--- config.mk ---
export PLATFORM = sky130hd
export DESIGN_NAME = key_trigger_conditioner
export DESIGN_NICKNAME = d
export VERILOG_FILES = /design/src/rtl/key_trigger_conditioner.sv
export SDC_FILE = /design/constraint.sdc
export NUM_CORES = 1
export LEC_CHECK = 0
export CAP_MARGIN = 15
export CORE_AREA = 2 2 39 41
export DETAILED_ROUTE_END_ITERATION = 10
export DIE_AREA = 0 0 41 43
export GPL_ROUTABILITY_DRIVEN = 1
export SYNTH_ARGS = -nofsm -noshare
export SYNTH_HDL_FRONTEND = slang
export SYNTH_SLANG_ARGS = --single-unit
--- constraint.sdc ---
create_clock -name clk -period 2.6 [get_ports clk]
set_input_delay 0.52 -clock clk [delete_from_list [all_inputs] [get_ports clk]]
set_output_delay 0.52 -clock clk [all_outputs]
set_load 0.05 [all_outputs]
--- src/rtl/key_trigger_conditioner.sv ---
// Pushbutton conditioner: synchronizer, debounce FSM and single-cycle trigger pulse.
// Define KEY_TRIGGER_AUTO_REPEAT_EN to add auto-repeat pulses while the key stays held.
module key_trigger_conditioner #(
  parameter int DB_CYCLES      = 4,
  parameter bit KEY_ACTIVE_LOW = 1'b1,
  parameter int REPEAT_DELAY   = 8,
  parameter int REPEAT_PERIOD  = 4
) (
  input  logic clk,
  input  logic reset,
  input  logic key_raw,
  input  logic en,
  output logic trigger,
  output logic held
);

  localparam int CNT_W = $clog2(DB_CYCLES + 1);
  localparam logic [CNT_W-1:0] DB_LAST = CNT_W'(DB_CYCLES - 1);

  typedef enum logic [1:0] {IDLE, PRESS_DB, HELD, RELEASE_DB} state_t;

  generate
    if (DB_CYCLES < 1 || REPEAT_PERIOD < 1 || REPEAT_PERIOD > REPEAT_DELAY) begin : g_bad_cfg
      $error("key_trigger_conditioner: illegal DB_CYCLES/REPEAT_DELAY/REPEAT_PERIOD");
    end
  endgenerate

  logic             key_norm;
  logic [1:0]       sync_reg;
  logic             s2;
  state_t           state_reg, state_next;
  logic [CNT_W-1:0] db_cnt_reg, db_cnt_next;
  logic             trigger_reg, trigger_next;
  logic             held_reg, held_next;

  assign key_norm = KEY_ACTIVE_LOW ? ~key_raw : key_raw;
  assign s2       = sync_reg[1];
  assign trigger  = trigger_reg;
  assign held     = held_reg;

`ifdef KEY_TRIGGER_AUTO_REPEAT_EN
  localparam int RPT_W = $clog2(REPEAT_DELAY + 1);
  localparam logic [RPT_W-1:0] RPT_FIRE   = RPT_W'(REPEAT_DELAY - 1);
  localparam logic [RPT_W-1:0] RPT_RELOAD = RPT_W'(REPEAT_DELAY - REPEAT_PERIOD);

  logic [RPT_W-1:0] rpt_cnt_reg, rpt_cnt_next;

  always_ff @(posedge clk or negedge reset) begin
    if (!reset) begin
      rpt_cnt_reg <= '0;
    end else begin
      rpt_cnt_reg <= rpt_cnt_next;
    end
  end
`endif

  always_ff @(posedge clk or negedge reset) begin
    if (!reset) begin
      sync_reg    <= 2'b00;
      state_reg   <= IDLE;
      db_cnt_reg  <= '0;
      trigger_reg <= 1'b0;
      held_reg    <= 1'b0;
    end else begin
      sync_reg    <= {sync_reg[0], key_norm};
      state_reg   <= state_next;
      db_cnt_reg  <= db_cnt_next;
      trigger_reg <= trigger_next;
      held_reg    <= held_next;
    end
  end

  always_comb begin
    state_next   = state_reg;
    db_cnt_next  = db_cnt_reg;
    trigger_next = 1'b0;
`ifdef KEY_TRIGGER_AUTO_REPEAT_EN
    rpt_cnt_next = '0;
`endif
    case (state_reg)
      IDLE: begin
        if (s2) begin
          state_next  = PRESS_DB;
          db_cnt_next = '0;
        end
      end
      PRESS_DB: begin
        if (!s2) begin
          state_next  = IDLE;
          db_cnt_next = '0;
        end else if (db_cnt_reg == DB_LAST) begin
          state_next   = HELD;
          db_cnt_next  = '0;
          trigger_next = en;
        end else begin
          db_cnt_next = db_cnt_reg + CNT_W'(1);
        end
      end
      HELD: begin
        if (!s2) begin
          state_next  = RELEASE_DB;
          db_cnt_next = '0;
        end else begin
`ifdef KEY_TRIGGER_AUTO_REPEAT_EN
          // Reload instead of clearing so later pulses are exactly REPEAT_PERIOD apart.
          if (rpt_cnt_reg == RPT_FIRE) begin
            trigger_next = en;
            rpt_cnt_next = RPT_RELOAD;
          end else begin
            rpt_cnt_next = rpt_cnt_reg + RPT_W'(1);
          end
`endif
        end
      end
      RELEASE_DB: begin
        if (s2) begin
          state_next  = HELD;
          db_cnt_next = '0;
        end else if (db_cnt_reg == DB_LAST) begin
          state_next  = IDLE;
          db_cnt_next = '0;
        end else begin
          db_cnt_next = db_cnt_reg + CNT_W'(1);
        end
      end
      default: begin
        state_next  = IDLE;
        db_cnt_next = '0;
      end
    endcase
    held_next = (state_next == HELD) || (state_next == RELEASE_DB);
  end

endmodule

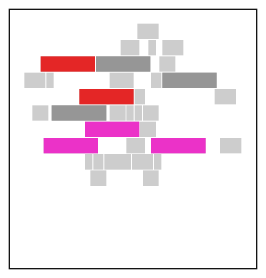
run_1/registers.png
Scale: 6 px per um. Other sequential cells in the stronger grey, the rest of the logic in the fainter grey.
| signal | colour | sequential cells |
|---|---|---|
| `sync_reg` | red | 2 |
| `db_cnt_reg` | magenta | 3 |
not coloured: 3
P_seq: 173 uW
FF+latch area: 200 um2

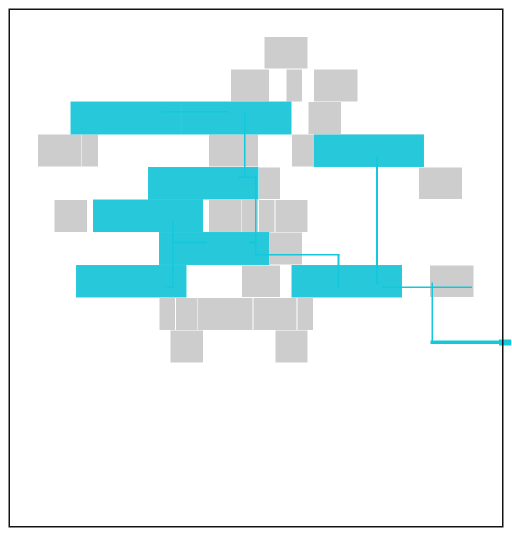
run_1/port_nets.png
Scale: 12 px per um.
| port | colour | bits | direction | edge | end cells | buffers | wire |
|---|---|---|---|---|---|---|---|
| `reset` | cyan | 1 | input | right | 8 | 1 | 65.8 um |
I/O Pins: 6
Port-buffer cells: 5

==> flow_summary.toml, run 1 <==
# yosys + openroad results
[grt]
met3_usage_pct = 7.85
grt_max_degree = 9
grt_usage_pct = 7.52
antenna_found_initial = 0
use_met1_pct = 9.36
gr-total-overflow = 0
gr-usage-met2_pct = 7.81
grt_pass1_vias = 183
gr-max-usage-layer = "met1"

[logic_synthesis]
yosys-top-cells-area = "dfrtp_1 (63%), nand3b_1 (7.1%), nand2_1 (5.9%)"
yosysTopAreaCellShare_pct = 62.7
largest_area_cell = "dfrtp_1"
fp_nets = 31
synthTopCellsByCount = "dfrtp_1 (8), nand2_1 (5), nand3b_1 (3)"
ys_chip_area_um2 = 319
ys_cells = 26
post-synth-top-count-cell = "dfrtp_1"
numSynthFlops = 8
ff_type = "dfrtp_1"
yosysWarnings = 0
syn_inst = 26

[timing]
final-setup-viol-count = 0
setup_tns_ps = 0
finalHoldViolCount = 0
tightest_slew_ps = 526

[route]
routed_via_density = 4.26
antenna_left = 0
drt-wirelength-per-cell_um = 9.54
drt-initial-drc-count = 1
route.detailed.drc = 0
dr.pass1.iters = 2

[floorplan]
chipArea_um2 = 1760
core_area_um2 = 1380
num_rows = 14
fp_util_pct = 23.1

[finish]
postLayoutCoreUtil_pct = 29.7
largest_reg_flops = 3
syn2layout_area_growth_pct = 29.0
nets = 41
fillers = 142
insertedDiodeCount = 0

[cts]
post_cts_buffers = 0
cts_hold_buffers = 0
cts_tree = "done"
cts-buffers-inserted = 3
clockRootBuffer = "clkbuf_4"
ctsResizeCount = 0
clk_path_buf_depth = 2

[power_and_ir_drop]
vdd_ir_drop_max_mv = 0.399
p_leak_uw = 0.000185
totalPowerFinal_uw = 358

[setup_path]
timing.rr.start = "db_cnt_reg[0]$_DFFE_PN0P_"
crit_cells = 1
critPathSlowestCell = "clkdlybuf4s50_1"
r2r_setup_slack_ps = 1170
critPathArrivalTime_ps = 1470
slowest_delay_ps = 820
r2r-end = "db_cnt_reg[0]$_DFFE_PN0P_"
worstSetupStartpoint = "held$_DFF_PN0_"
crit_family = "buffers and inverters"
criticalPathCategory = "register to output port"
timing.critical_path.buf_inv = 1
path_max_fanout = 4

[min_path]
min_from = "sync_reg[0]$_DFF_PN0_"
hold_depth = 0

[placed_design]
place_area_um2 = 389
dpl.hpwl_um = 338
routabilityCongestion = 0.668

[outcome]
status = "finished, final reports clean"

[job]
drv_cap = 0
warning_count = 26
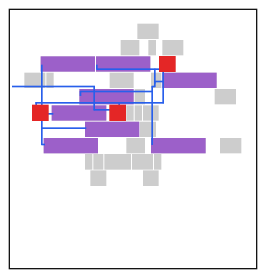
run_1/clock_map.png
Scale: 6 px per um.
[clock wires] blue | length: 114 um
[flip-flops] purple | count: 8
[cells driving clock nets] red | count: 3
routed clock nets: 4
Clk pwr share: 26.1%
worst skew pair latency: 250 ps
Worst Skew: 11.1 ps
clock distribution power: 93.5 uW

[run 1: power breakdown]
group	internal, uW	leakage (uW)	switching (uW)
registers	149	0.000103	24.6
clock network	52.7	0.0000138	40.8
logic	41.2	0.0000687	49.9
[run 1: per-layer routing]
layer / routed length (um) / vias to the layer above
met5: 0 / -
met4: 0 / 0
met3: 45 / 0
met2: 213 / 7
met1: 218 / 100
li1: - / 106
[run 1: cells by family after synthesis]
logic type                 count (synthesis)  share of synthesized area, %
AOI/OAI and AO/OA                          3                          5.49
and+or+nand+nor                           11                          20.4
xor gates and xnor gates                   1                          2.75
DFF                                        8                          62.7
muxes                                      1                          3.53
adders and majority gates                  1                          3.92
buffers and inverters                      1                          1.18
[run 1: per-stage QoR]
| step | cells | setup WS, ps | hold WS [ps] |
|---|---|---|---|
| finish | 50 | 608 | 335 |
| floorplan | 26 | 1110 | 224 |
| global route | 50 | 563 | 370 |
| global placement | 47 | 900 | 334 |
| CTS | 50 | 602 | 348 |
| detailed placement | 47 | 884 | 343 |
[run 1: cell type report]
cell class	count	area, um2	share of cell area [%]
flip-flops and latches	8	200	48.6
multi-input cells	17	115	28.0
inverters	1	3.75	0.912
well taps	16	20.0	4.86
clock buffers	3	22.5	5.47
repair buffers	5	50.0	12.2
[run 1: layout by cell type (no fill, tap or decap)]
cell and instances:
and2b_2 1, mux2_2 1, o21ai_0 1, ha_1 1, clkbuf_4 3, clkdlybuf4s50_1 5
xnor2_1 1, a21oi_1 1, inv_1 1, nand2_1 5, nor3_1 1, nand3b_1 3
or4b_1 1, dfrtp_1 8, o31ai_1 1
--- run 2 (diff from run 1) ---
==> constraint.sdc (replaced) <==
create_clock -name clk -period 1.9 [get_ports clk]
set_input_delay 0.38 -clock clk [delete_from_list [all_inputs] [get_ports clk]]
set_output_delay 0.38 -clock clk [all_outputs]
set_load 0.05 [all_outputs]
==> flow_summary.toml, run 2 <==
# yosys + openroad results
[outcome]
status = "finished, final reports clean"

[cts]
cts-buffers-inserted = 3
clk_path_buf_depth = 2
cts_tree = "done"
ctsResizeCount = 0
htreeDepth = 1
clockRootBuffer = "clkbuf_4"
cts_hold_buffers = 0
post_cts_buffers = 0

[finish]
lay_top_count = "dfrtp_1"
lay_top_cells = "dfrtp_1 (8), nand2_1 (5), clkdlybuf4s50_1 (4)"
syn2layout_area_growth_pct = 28.2
drive_above_1_share_pct = 17.6
fin_area_um2 = 409
insertedDiodeCount = 0
fin_cells = 50
fillers = 146
largest_reg_flops = 3
nets = 41

[timing]
setup_tns_ps = 0
finalHoldViolCount = 0
finalCriticalPeriod_ps = 1720
final-setup-viol-count = 0
relSlewSlack_pct = 65.7
max_freq_ghz = 0.580
rsz0062_at_grt = "false"
whs_ps = 347
postLayoutSetupSlackWorst_ps = 176
tightest_slew_ps = 511

[logic_synthesis]
ff_type = "dfrtp_1"
post-synth-top-count-cell = "dfrtp_1"
yosys-top-cells-area = "dfrtp_1 (63%), nand3b_1 (7.1%), nand2_1 (5.9%)"
yosysWarnings = 0
ys_cells = 26
synthTopCellsByCount = "dfrtp_1 (8), nand2_1 (5), nand3b_1 (3)"
ys_types = 13
largest_area_cell = "dfrtp_1"
syn_inst = 26
synth_area_um2 = 319
yosysTopAreaCellShare_pct = 62.7
ys_chip_area_um2 = 319
numSynthFlops = 8
fp_nets = 31
synth-edff-count = 0

[route]
route.detailed.drc = 0
dr.pass1.iters = 4
antenna_left = 0
vias = 220
highest-signal-layer = "met3"
dr_wl_met3_um = 30
drt-wirelength-per-cell_um = 9.74
routed_via_density = 4.40
wl_met2_um = 246
m1WireLength_um = 210
drt-initial-drc-count = 7

[setup_path]
slowest_delay_ps = 790
worstSetupStartpoint = "trigger$_DFF_PN0_"
criticalPathCategory = "register to output port"
path_max_fanout = 1
crit_family = "buffers and inverters"
timing.critical_path.buf_inv = 1
critPathArrivalTime_ps = 1340
critPathSlowestCell = "clkdlybuf4s50_1"
timing.rr.start = "db_cnt_reg[0]$_DFFE_PN0P_"

[power_and_ir_drop]
p_leak_uw = 0.000187
vdd_ir_drop_max_mv = 0.408
power_density_nw_per_um2 = 1180

[floorplan]
core_area_um2 = 1380
chipArea_um2 = 1760
num_rows = 14
die_x_um = 41
fp_util_pct = 23.1
die_y_um = 43
ioPinCount = 6

[grt]
gr-max-usage-layer = "met2"
met3_usage_pct = 7.85
gr-total-overflow = 0
antenna_found_initial = 0
grt_pass1_vias = 192
grt_max_degree = 9
grt_usage_pct = 8.14
gr-usage-met2_pct = 9.38
use_met1_pct = 8.72

[placed_design]
routabilityCongestion = 0.639
dp_slack_ps = 436
place_inst = 47
place_area_um2 = 387
port_buffers = 5

[min_path]
min_path_type = "register to register"
min_from = "sync_reg[0]$_DFF_PN0_"

[job]
warning_count = 26
drv_cap = 0
[run 2: cell count changes in the layout (fill, tap and decap cells not counted), sizes merged]
cell,before,now
buf,0,1
clkdlybuf4s50,5,4
[run 2: power breakdown]
part | switching (uW) | total (uW) | internal [uW]
clock network | 49.8 | 122 | 71.7
registers | 35.5 | 239 | 204
logic | 69.3 | 124 | 54.6
[run 2: layout make-up]
type	instances	area, um2	area share [%]
inverter	1	3.75	0.917
multi-input combinational	17	115	28.1
sequential	8	200	48.9
timing repair buffer	5	47.5	11.6
tap	16	20.0	4.89
clock buffer	3	22.5	5.50
[run 2: worst paths after layout]
path | cells past startpoint | endpoint | slack [ps]
min in group asynchronous | 1 | db_cnt_reg[0]$_DFFE_PN0P_ | 410
worst min-delay path | 0 | sync_reg[1]$_DFF_PN0_ | 350
worst max register to register | 4 | db_cnt_reg[0]$_DFFE_PN0P_ | 450
worst max-delay path | 1 | trigger | 180
max in group asynchronous | 1 | sync_reg[0]$_DFF_PN0_ | 1230
worst min register to register | 0 | sync_reg[1]$_DFF_PN0_ | 350
[run 2: cells by family (layout without fill, tap and decap cells)]
kind of cell	after synthesis	in the layout	share of synthesized area [%]
AND-OR/OR-AND	3	3	5.49
XOR/XNOR	1	1	2.75
adder cells (fa/ha/maj)	1	1	3.92
buffers and inverters	1	9	1.18
flip-flops	8	8	62.7
multiplexers	1	1	3.53
AND/OR/NAND/NOR	11	11	20.4
[run 2: per-stage QoR]
step / utilization, % / total power (uW)
after global routing: 29.6 / 525
final: 29.6 / 485
after CTS: 29.6 / 496
after floorplan: - / 321
after detailed placement: 27.9 / 365
after global placement: 27.9 / 357
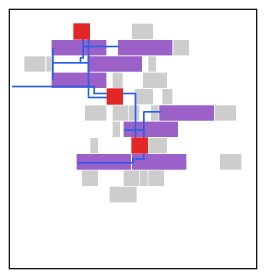
run_2/clock_map.png
Scale: 6 px per um.
[cells driving clock nets] red | count: 3
[flip-flops] purple | count: 8
[clock wires] blue | length: 94.5 um
routed clock nets: 4
clock distribution power: 122 uW
Clk pwr share: 25.1%
Worst Skew: 1.52 ps
worst skew pair latency: 240 ps

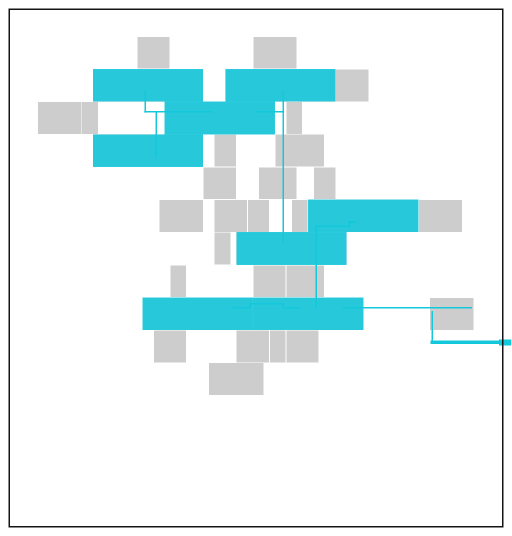
run_2/port_nets.png
Scale: 12 px per um.
| port | colour | bits | direction | edge | end cells | buffers | wire |
|---|---|---|---|---|---|---|---|
| `reset` | cyan | 1 | input | right | 8 | 1 | 60.9 um |

--- run 3 (diff from run 2) ---
--- a/config.mk
+++ b/config.mk
@@ -10,6 +10,7 @@
 export DETAILED_ROUTE_END_ITERATION = 10
 export DIE_AREA = 0 0 41 43
 export GPL_ROUTABILITY_DRIVEN = 1
+export REMOVE_ABC_BUFFERS = 1
 export SYNTH_ARGS = -nofsm -noshare
 export SYNTH_HDL_FRONTEND = slang
 export SYNTH_SLANG_ARGS = --single-unit
==> flow_summary.toml, run 3 <==
# yosys + openroad results
[timing]
period_used_pct = 90.7
finalHoldViolCount = 0
slew_viol_final = 0
final-setup-viol-count = 0
finalCriticalPeriod_ps = 1720
postLayoutSetupSlackWorst_ps = 176
whs_ps = 347
tightest_slew_ps = 511
max_freq_ghz = 0.580
rsz0062_at_grt = "false"
setup_tns_ps = 0
finClkSkew_ps = 1.52
relSlewSlack_pct = 65.7

[logic_synthesis]
avgSynthCellArea_um2 = 12.3
ys_cells = 26
post-synth-top-count-cell = "dfrtp_1"
yosysWarnings = 0
ys_chip_area_um2 = 319
synth_area_um2 = 319
synth-edff-count = 0
synth_seq_share_pct = 62.7
synthTopCellsByCount = "dfrtp_1 (8), nand2_1 (5), nand3b_1 (3)"
ys_types = 13
ys_async_sr_fraction_pct = 100
syn_inst = 26
yosysTopAreaCellShare_pct = 62.7
largest_area_cell = "dfrtp_1"
numSynthFlops = 8
yosys-top-cells-area = "dfrtp_1 (63%), nand3b_1 (7.1%), nand2_1 (5.9%)"
ff_type = "dfrtp_1"

[placed_design]
port_buffers = 5
dp_slack_ps = 436
routabilityCongestion = 0.639
place_area_um2 = 387

[route]
antenna_left = 0
route.detailed.drc = 0
vias = 220
routed_via_density = 4.40
wl_um = 487
drt-wirelength-per-cell_um = 9.74
dr.pass1.iters = 4
drt-initial-drc-count = 7

[finish]
syn2layout_area_growth_pct = 28.2
layout.area.comb_um2 = 115
nets = 41
insertedDiodeCount = 0
largest_reg_flops = 3
fillers = 146
lay_top_count = "dfrtp_1"
register_area_um2 = 200
fin_area_um2 = 409
lay_top_cells = "dfrtp_1 (8), nand2_1 (5), clkdlybuf4s50_1 (4)"
drive_above_1_share_pct = 17.6

[floorplan]
die_x_um = 41
chipArea_um2 = 1760
ioPinCount = 6
num_rows = 14
die_y_um = 43
fp_util_pct = 23.1

[grt]
grt_usage_pct = 8.14
grt_max_degree = 9
grt_pass1_vias = 192
antenna_found_initial = 0
gr-total-overflow = 0
grt_pass1_wl_um = 828

[cts]
cts_sinks = 8
cts-buffers-inserted = 3
clkTransAtPathRegs_ps = 50
post_cts_buffers = 0
cts_tree = "done"
htreeDepth = 1
worstSkewPairLatency_ps = 240
ctsResizeCount = 0
clockRootBuffer = "clkbuf_4"
cts_hold_buffers = 0
clk_path_buf_depth = 2

[outcome]
status = "finished, final reports clean"

[setup_path]
critPathArrivalTime_ps = 1340
r2r-end = "db_cnt_reg[0]$_DFFE_PN0P_"
path_max_fanout = 1
slowest_delay_ps = 790
cp.required_ps = 1520
cp_cell_sequence = "clkdlybuf4s50_1"
rr_worst_depth = 4
critPathSlowestCell = "clkdlybuf4s50_1"
criticalPathCategory = "register to output port"
timing.rr.start = "db_cnt_reg[0]$_DFFE_PN0P_"
r2r_setup_slack_ps = 450
worstSetupStartpoint = "trigger$_DFF_PN0_"
crit_family = "buffers and inverters"
cp-start-kind = "register"
timing.critical_path.buf_inv = 1
critPathCaptureType = "output port"

[power_and_ir_drop]
p_leak_uw = 0.000187
power_density_nw_per_um2 = 1180
vdd_ir_drop_max_mv = 0.408

[job]
warning_count = 25
drv_cap = 0

[min_path]
min_from = "sync_reg[0]$_DFF_PN0_"
hold_end = "sync_reg[1]$_DFF_PN0_"
min_path_type = "register to register"
hold_depth = 0
-- run 3: cell counts in the layout (fill, tap and decap cells not counted) --
Identical to the previous run, type by type.
-- run 3: per-stage QoR --
| step | cells | util (%) | power (uW) |
|---|---|---|---|
| 2_1_floorplan | 26 | - | 321 |
| 3_3_place_gp | 47 | 27.9 | 357 |
| 3_5_place_dp | 47 | 27.9 | 365 |
| 4_1_cts | 50 | 29.6 | 496 |
| 5_1_grt | 50 | 29.6 | 525 |
| 6_report | 50 | 29.6 | 485 |
-- run 3: layer usage --
layer  global-route usage, %  share of wire (%)  wire, um
met1                    8.72                 43       210
met4                    6.00                  0         0
met5                       0                  0         0
met3                    7.85                6.2        30
met2                    9.38                 51       246
-- run 3: layout make-up --
cell class	instances	area share, %
multi-input combinational	17	28.1
clock buffer	3	5.50
inverter	1	0.917
tap	16	4.89
timing repair buffer	5	11.6
sequential	8	48.9
-- run 3: power by group --
| part | switching (uW) | total [uW] | leakage (uW) | internal, uW |
|---|---|---|---|---|
| clock | 49.8 | 122 | 0.0000138 | 71.7 |
| sequential | 35.5 | 239 | 0.000103 | 204 |
| combinational | 69.3 | 124 | 0.0000703 | 54.6 |
| total | 155 | 485 | 0.000187 | 330 |
-- run 3: cells by family after synthesis --
family                     synth area share (%)
AOI/OAI and AO/OA                          5.49
xor gates and xnor gates                   2.75
adders and majority gates                  3.92
buffers and inverters                      1.18
DFF                                        62.7
muxes                                      3.53
and+or+nand+nor                            20.4
-- run 3: worst max-delay path by stage --
stage	to	slack (ps)	cells past startpoint
floorplan	db_cnt_reg[0]$_DFFE_PN0P_	410	3
global placement	trigger	430	1
detailed placement	trigger	440	1
CTS	trigger	160	1
global route	trigger	110	1
finish	trigger	180	1
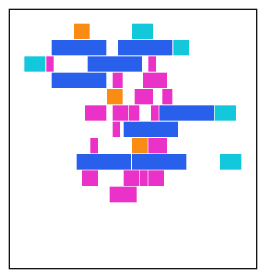
run_3/cell_classes.png
Scale: 6 px per um.
| class | colour | cells |
|---|---|---|
| other buffers and delay cells | cyan | 5 |
| all other logic | magenta | 18 |
| cells driving clock nets | orange | 3 |
| flops | blue | 8 |
core outline area: 1380 um2
Seq/total area: 48.9%

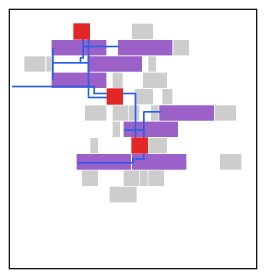
run_3/clock_map.png
Scale: 6 px per um.
[clock wires] blue | length: 94.5 um
[flip-flops] purple | count: 8
[cells driving clock nets] red | count: 3
routed clock nets: 4

Power figures rest on the tool's default switching activity, not on a simulated workload.
